File: src/rtl/lopd_norm_arbiter.sv
// Two-requester mantissa normalizer: arbiter, 24-bit leading-one position detector, 2-stage pipeline.
// Define LOPD_NORM_RR_EN for round-robin arbitration; otherwise port 0 wins every tie.

module lopd_norm_lopd24 #(
    parameter int SIZE_DATA = 24,
    parameter int SIZE_LOPD = 5
) (
    input  logic [SIZE_DATA-1:0] i_data,
    output logic [SIZE_LOPD-1:0] o_one_position,
    output logic                 o_zero
);
    localparam int NIBS = SIZE_DATA / 4;

    logic [SIZE_LOPD-1:0] w_pos;

    function automatic logic [1:0] nib_lz(input logic [3:0] n);
        logic [1:0] r;
        casez (n)
            4'b1???: r = 2'd0;
            4'b01??: r = 2'd1;
            4'b001?: r = 2'd2;
            4'b0001: r = 2'd3;
            default: r = 2'd0;
        endcase
        return r;
    endfunction

    // Walk nibbles from LSB upward so the most significant non-zero nibble decides.
    always_comb begin
        w_pos = {SIZE_LOPD{1'b0}};
        for (int j = 0; j < NIBS; j++) begin
            w_pos = (i_data[j*4 +: 4] != 4'h0)
                  ? SIZE_LOPD'(4 * (NIBS - 1 - j)) + {{(SIZE_LOPD-2){1'b0}}, nib_lz(i_data[j*4 +: 4])}
                  : w_pos;
        end
    end

    assign o_one_position = w_pos;
    assign o_zero         = (i_data == {SIZE_DATA{1'b0}});
endmodule

module lopd_norm_arbiter #(
    parameter int SIZE_DATA = 24,
    parameter int SIZE_EXP  = 8,
    parameter int SIZE_LOPD = 5
) (
    input  logic                   i_clk,
    input  logic                   i_rst,
    input  logic [1:0]             i_req_valid,
    output logic [1:0]             o_req_ready,
    input  logic [2*SIZE_DATA-1:0] i_req_mant,
    input  logic [2*SIZE_EXP-1:0]  i_req_exp,
    output logic                   o_valid,
    input  logic                   i_ready,
    output logic                   o_id,
    output logic [SIZE_DATA-1:0]   o_mant,
    output logic [SIZE_EXP-1:0]    o_exp,
    output logic                   o_zero,
    output logic                   o_underflow
);
    logic                 w_adv1;
    logic                 w_adv2;
    logic [1:0]           w_grant;
    logic [1:0]           w_ready;
    logic                 w_gid;
    logic                 w_xfer;

    logic                 r_s1_valid;
    logic                 r_s1_id;
    logic [SIZE_DATA-1:0] r_s1_mant;
    logic [SIZE_EXP-1:0]  r_s1_exp;

    logic [SIZE_LOPD-1:0] w_lzc;
    logic [SIZE_EXP-1:0]  w_lzc_ext;
    logic                 w_lopd_zero;
    logic [SIZE_DATA-1:0] w_norm_mant;
    logic [SIZE_EXP-1:0]  w_norm_exp;
    logic                 w_norm_zero;
    logic                 w_norm_udf;

    logic                 r_valid;
    logic                 r_id;
    logic [SIZE_DATA-1:0] r_mant;
    logic [SIZE_EXP-1:0]  r_exp;
    logic                 r_zero;
    logic                 r_udf;

    assign w_adv2 = ~r_valid | i_ready;
    assign w_adv1 = ~r_s1_valid | w_adv2;

`ifdef LOPD_NORM_RR_EN
    logic r_ptr;

    // Round-robin grant: a tie goes to the port the pointer names.
    always_comb begin
        w_grant = 2'b00;
        if (i_req_valid == 2'b11) begin
            w_grant = r_ptr ? 2'b10 : 2'b01;
        end else begin
            w_grant = i_req_valid;
        end
    end

    // Pointer moves to the opposite port only when a transfer happens.
    always_ff @(posedge i_clk) begin
        if (i_rst) begin
            r_ptr <= 1'b0;
        end else if (w_xfer) begin
            r_ptr <= ~w_gid;
        end
    end
`else
    assign w_grant = {i_req_valid[1] & ~i_req_valid[0], i_req_valid[0]};
`endif

    assign w_ready     = (i_rst | ~w_adv1) ? 2'b00 : w_grant;
    assign o_req_ready = w_ready;
    assign w_xfer      = |(i_req_valid & w_ready);
    assign w_gid       = w_grant[1];

    // Stage 1: capture the granted request whenever the pipeline can advance.
    always_ff @(posedge i_clk) begin
        if (i_rst) begin
            r_s1_valid <= 1'b0;
            r_s1_id    <= 1'b0;
            r_s1_mant  <= {SIZE_DATA{1'b0}};
            r_s1_exp   <= {SIZE_EXP{1'b0}};
        end else if (w_adv1) begin
            r_s1_valid <= w_xfer;
            r_s1_id    <= w_gid;
            r_s1_mant  <= w_gid ? i_req_mant[SIZE_DATA +: SIZE_DATA] : i_req_mant[0 +: SIZE_DATA];
            r_s1_exp   <= w_gid ? i_req_exp[SIZE_EXP +: SIZE_EXP] : i_req_exp[0 +: SIZE_EXP];
        end
    end

    lopd_norm_lopd24 #(
        .SIZE_DATA (SIZE_DATA),
        .SIZE_LOPD (SIZE_LOPD)
    ) u_lopd (
        .i_data         (r_s1_mant),
        .o_one_position (w_lzc),
        .o_zero         (w_lopd_zero)
    );

    assign w_lzc_ext = {{(SIZE_EXP-SIZE_LOPD){1'b0}}, w_lzc};

    // Normalize: the exponent subtract only runs when the compare proves it cannot wrap.
    always_comb begin
        w_norm_mant = r_s1_mant << w_lzc;
        w_norm_exp  = {SIZE_EXP{1'b0}};
        w_norm_zero = 1'b0;
        w_norm_udf  = 1'b0;
        if (w_lopd_zero) begin
            w_norm_mant = {SIZE_DATA{1'b0}};
            w_norm_zero = 1'b1;
        end else if (r_s1_exp > w_lzc_ext) begin
            w_norm_exp = r_s1_exp - w_lzc_ext;
        end else begin
            w_norm_udf = 1'b1;
        end
    end

    // Stage 2: output register, held while the consumer stalls.
    always_ff @(posedge i_clk) begin
        if (i_rst) begin
            r_valid <= 1'b0;
            r_id    <= 1'b0;
            r_mant  <= {SIZE_DATA{1'b0}};
            r_exp   <= {SIZE_EXP{1'b0}};
            r_zero  <= 1'b0;
            r_udf   <= 1'b0;
        end else if (w_adv2) begin
            r_valid <= r_s1_valid;
            r_id    <= r_s1_id;
            r_mant  <= w_norm_mant;
            r_exp   <= w_norm_exp;
            r_zero  <= w_norm_zero;
            r_udf   <= w_norm_udf;
        end
    end

    assign o_valid     = r_valid;
    assign o_id        = r_id;
    assign o_mant      = r_mant;
    assign o_exp       = r_exp;
    assign o_zero      = r_zero;
    assign o_underflow = r_udf;
endmodule
File: config.mk
export PLATFORM = sky130hd
export DESIGN_NAME = lopd_norm_arbiter
export DESIGN_NICKNAME = d
export VERILOG_FILES = /design/src/rtl/lopd_norm_arbiter.sv
export SDC_FILE = /design/constraint.sdc
export NUM_CORES = 1
export LEC_CHECK = 0
export CAP_MARGIN = 40
export CORE_MARGIN = 2
export CORE_UTILIZATION = 38
export CTS_CLUSTER_DIAMETER = 30
export DETAILED_ROUTE_END_ITERATION = 8
export RECOVER_POWER = 25
export SYNTH_ARGS = -nofsm -noshare
export SYNTH_HDL_FRONTEND = slang
export SYNTH_SLANG_ARGS = --single-unit
File: constraint.sdc
create_clock -name i_clk -period 10.8 [get_ports i_clk]
set_clock_uncertainty 0.05 [all_clocks]
set_input_delay 2.16 -clock i_clk [delete_from_list [all_inputs] [get_ports i_clk]]
set_output_delay 2.16 -clock i_clk [all_outputs]
set_load 0.05 [all_outputs]
==> summary.txt <==
Here are the numbers from the latest Yosys + OpenROAD run.

The chip area estimate from yosys synthesis came out at ~4200 µm². The report shows a maximum critical-path fanout of 34. The yosys cell count is between 500 and 600. The final period utilization is 0.670.

The cell repeated most along the worst path is nor2b_1. The cell area after synthesis is roughly 4200 µm². The sequential power share is 0.339. The kind of path behind the tightest hold check is reg2reg.

The deepest clock path buffer count is 2. The net switching power in the latest report is 340 µW. The worst setup path is captured at an output pin.

The total congestion overflow came out at 0. The I/O pin count is 107. The highest-count logic cell in the final layout is clkdlybuf4s50_1. The post-detailed-routing wire length is roughly 12000 µm. The final worst slack is around 3600 ps. The netlist uses 65 different library cells.

Leaving out fill and tap cells, the most frequent cells in the layout are clkdlybuf4s50_1, nand2_1, dfxtp_1, mux2i_1, o21ai_0. In this run the full chip footprint comes out at between 10000 and 15000 µm². The worst stage delay on the critical path is slightly below 900 ps. In this run the most critical hold path is launched from o_mant[12]. STA on the placed design reports a worst setup slack of about 4000 ps. The placed wire-length estimate came out at between 9000 and 10000 µm. According to the floorplan report, the die width is roughly 110 µm. The cell-internal power came out at roughly 590 µW. Input and output buffers added on the ports amount to between 100 and 150.

In this run the critical register-to-register path is launched from r_s1_mant[4]. The final report lists a non-filler cell total of 747. The number of slew-limit violations in the final report came out at 0. For the finished layout, the period the worst path requires is between 7000 and 8000 ps. The buffer count from post-CTS setup fixing is 0.

The count of warning messages emitted by the tools is 26. The maximum VDD drop came out at 0.0000756 V. The combinational share of power came out at 0.378. After floorplanning, the core was sized to cover approximately 11000 µm². The ratio of routed vias to standard cells is roughly 5.5. For this run, the leading register cell type out of synthesis is dfxtp_1.

The die extent in y is ~110 µm. The flow ran to the end, and the final reports show no timing, DRC or antenna violations. The number of buffers and inverters on the critical path is 4. The count of max-cap constraint violations came out at 0.
[kinds of logic (layout without fill, tap and decap cells)]
group | after synthesis | after routing | synth area share
muxes | 68 | 68 | 0.165
buffers and inverters | 49 | 146 | 0.0526
adders and majority gates | 6 | 6 | 0.0197
xor gates and xnor gates | 6 | 6 | 0.0126
and+or+nand+nor | 166 | 166 | 0.183
AOI/OAI and AO/OA | 145 | 145 | 0.233
DFF | 70 | 70 | 0.335
[cell type report]
class	instances	area, µm²	share of cell area
Clock buffer	11	141	0.0252
Clock inverter	5	106	0.0190
Inverter	16	60.1	0.0107
Multi-Input combinational cell	391	2590	0.461
Sequential cell	70	1400	0.250
Tap cell	140	175	0.0313
Timing Repair Buffer	114	1130	0.202
[cell usage after synthesis (all sizes together), types with 8 or more instances]
cell type	number
dfxtp	70
nand2	70
mux2i	62
o21ai	50
nor2	47
a21oi	23
clkbuf	19
inv	16
a22oi	15
buf	14
nor2b	9
nor3	9
o211ai	8
[power groups by stage]
stage / Sequential [mW] / Clock [mW] / Combinational [mW]
floorplan: 0.384 / 0 / 0.174
global placement: 0.319 / 0 / 0.350
detailed placement: 0.320 / 0 / 0.353
CTS: 0.314 / 0.268 / 0.354
global route: 0.318 / 0.278 / 0.377
finish: 0.314 / 0.262 / 0.350
[through the flow]
step | utilization | total power, mW | area (µm²)
2_1_floorplan | - | 0.558 | 4180
3_3_place_gp | 0.493 | 0.669 | 5320
3_5_place_dp | 0.498 | 0.673 | 5370
4_1_cts | 0.521 | 0.936 | 5620
5_1_grt | 0.519 | 0.973 | 5600
6_report | 0.519 | 0.927 | 5600
[flip-flops by register name (all words and copies together) (netlist names)]
register,cells
o_valid,1
r_s1_id,1
o_zero,1
r_s1_valid,1
r_s1_mant,24
o_id,1
o_underflow,1
o_mant,24
r_s1_exp,8
o_exp,8
[how the worst max path moves through the flow]
stage                     endpoint  startpoint  slack (ps)  cells after the start
floorplan           o_req_ready[0]     i_ready        5160                      5
global placement    o_req_ready[1]       i_rst        3900                      5
detailed placement  o_req_ready[1]       i_rst        4100                      6
CTS                 o_req_ready[1]       i_rst        4090                      6
global route        o_req_ready[1]     i_ready        3340                      7
finish              o_req_ready[1]     i_ready        3560                      7
[metal layers]
metal,track usage,up-vias,part of all wire
li1,-,2031,-
met1,0.286,1881,0.45
met2,0.342,142,0.46
met3,0.0400,23,0.060
met4,0.107,0,0.031
met5,0,-,0
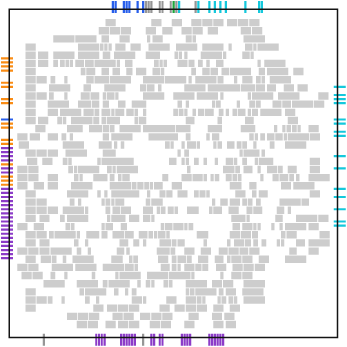
io_placement.png
Scale: 3 px per µm. Pins as bars across the die edge, other pins in gray.
legend:
  green:
    port: o_valid
    pins: 1
    direction: output
    edge: north
  blue:
    port: o_exp
    pins: 8
    direction: output
    edge: 7 north, 1 west
  cyan:
    port: o_mant
    pins: 24
    direction: output
    edge: 15 east, 9 north
  purple:
    port: i_req_mant
    pins: 48
    direction: input
    edge: 24 west, 24 south
  orange:
    port: i_req_exp
    pins: 16
    direction: input
    edge: west
all pins by edge: 41 west, 26 south, 25 north, 15 east

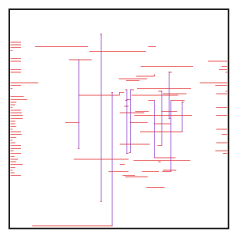
wires.png
Scale: 2 px per µm. Two of the layers only.
legend:
  purple:
    layer: metal 4
    wire_length: 387 µm
  red:
    layer: metal 3
    wire_length: 740 µm

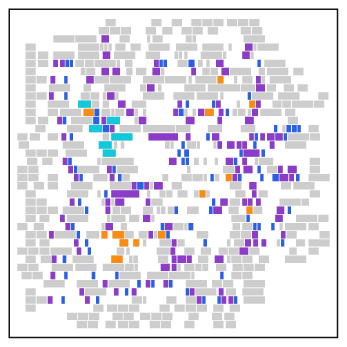
logic_types.png
Scale: 3 px per µm.
legend:
  purple:
    family: inverting AOI/OAI gates
    cells: 121
    most_used: o21ai_0
  blue:
    family: NAND gates
    cells: 81
    most_used: nand2_1
  orange:
    family: AND and OR gates
    cells: 13
    most_used: or3_1
  cyan:
    family: adder and majority cells
    cells: 6
    most_used: ha_1

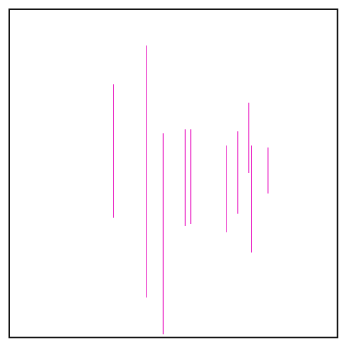
layer_met4.png
Scale: 3 px per µm.
longest straight run: 83.6 µm
wire length on this layer: 387 µm
nets with wire on the layer: 9
main direction: vertical

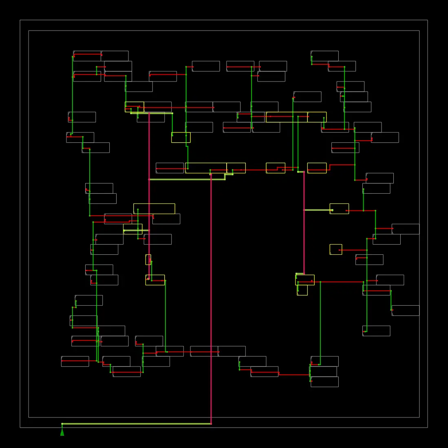
clocks.png
flip-flops: 70
Clock net power: 262 µW
clock latency reported for the late side of the worst-skew pair: 350 ps
Num CTS Buffers: 9
total of clock buffers placed in the layout: 11

Power is estimated from default activity; no workload was simulated.
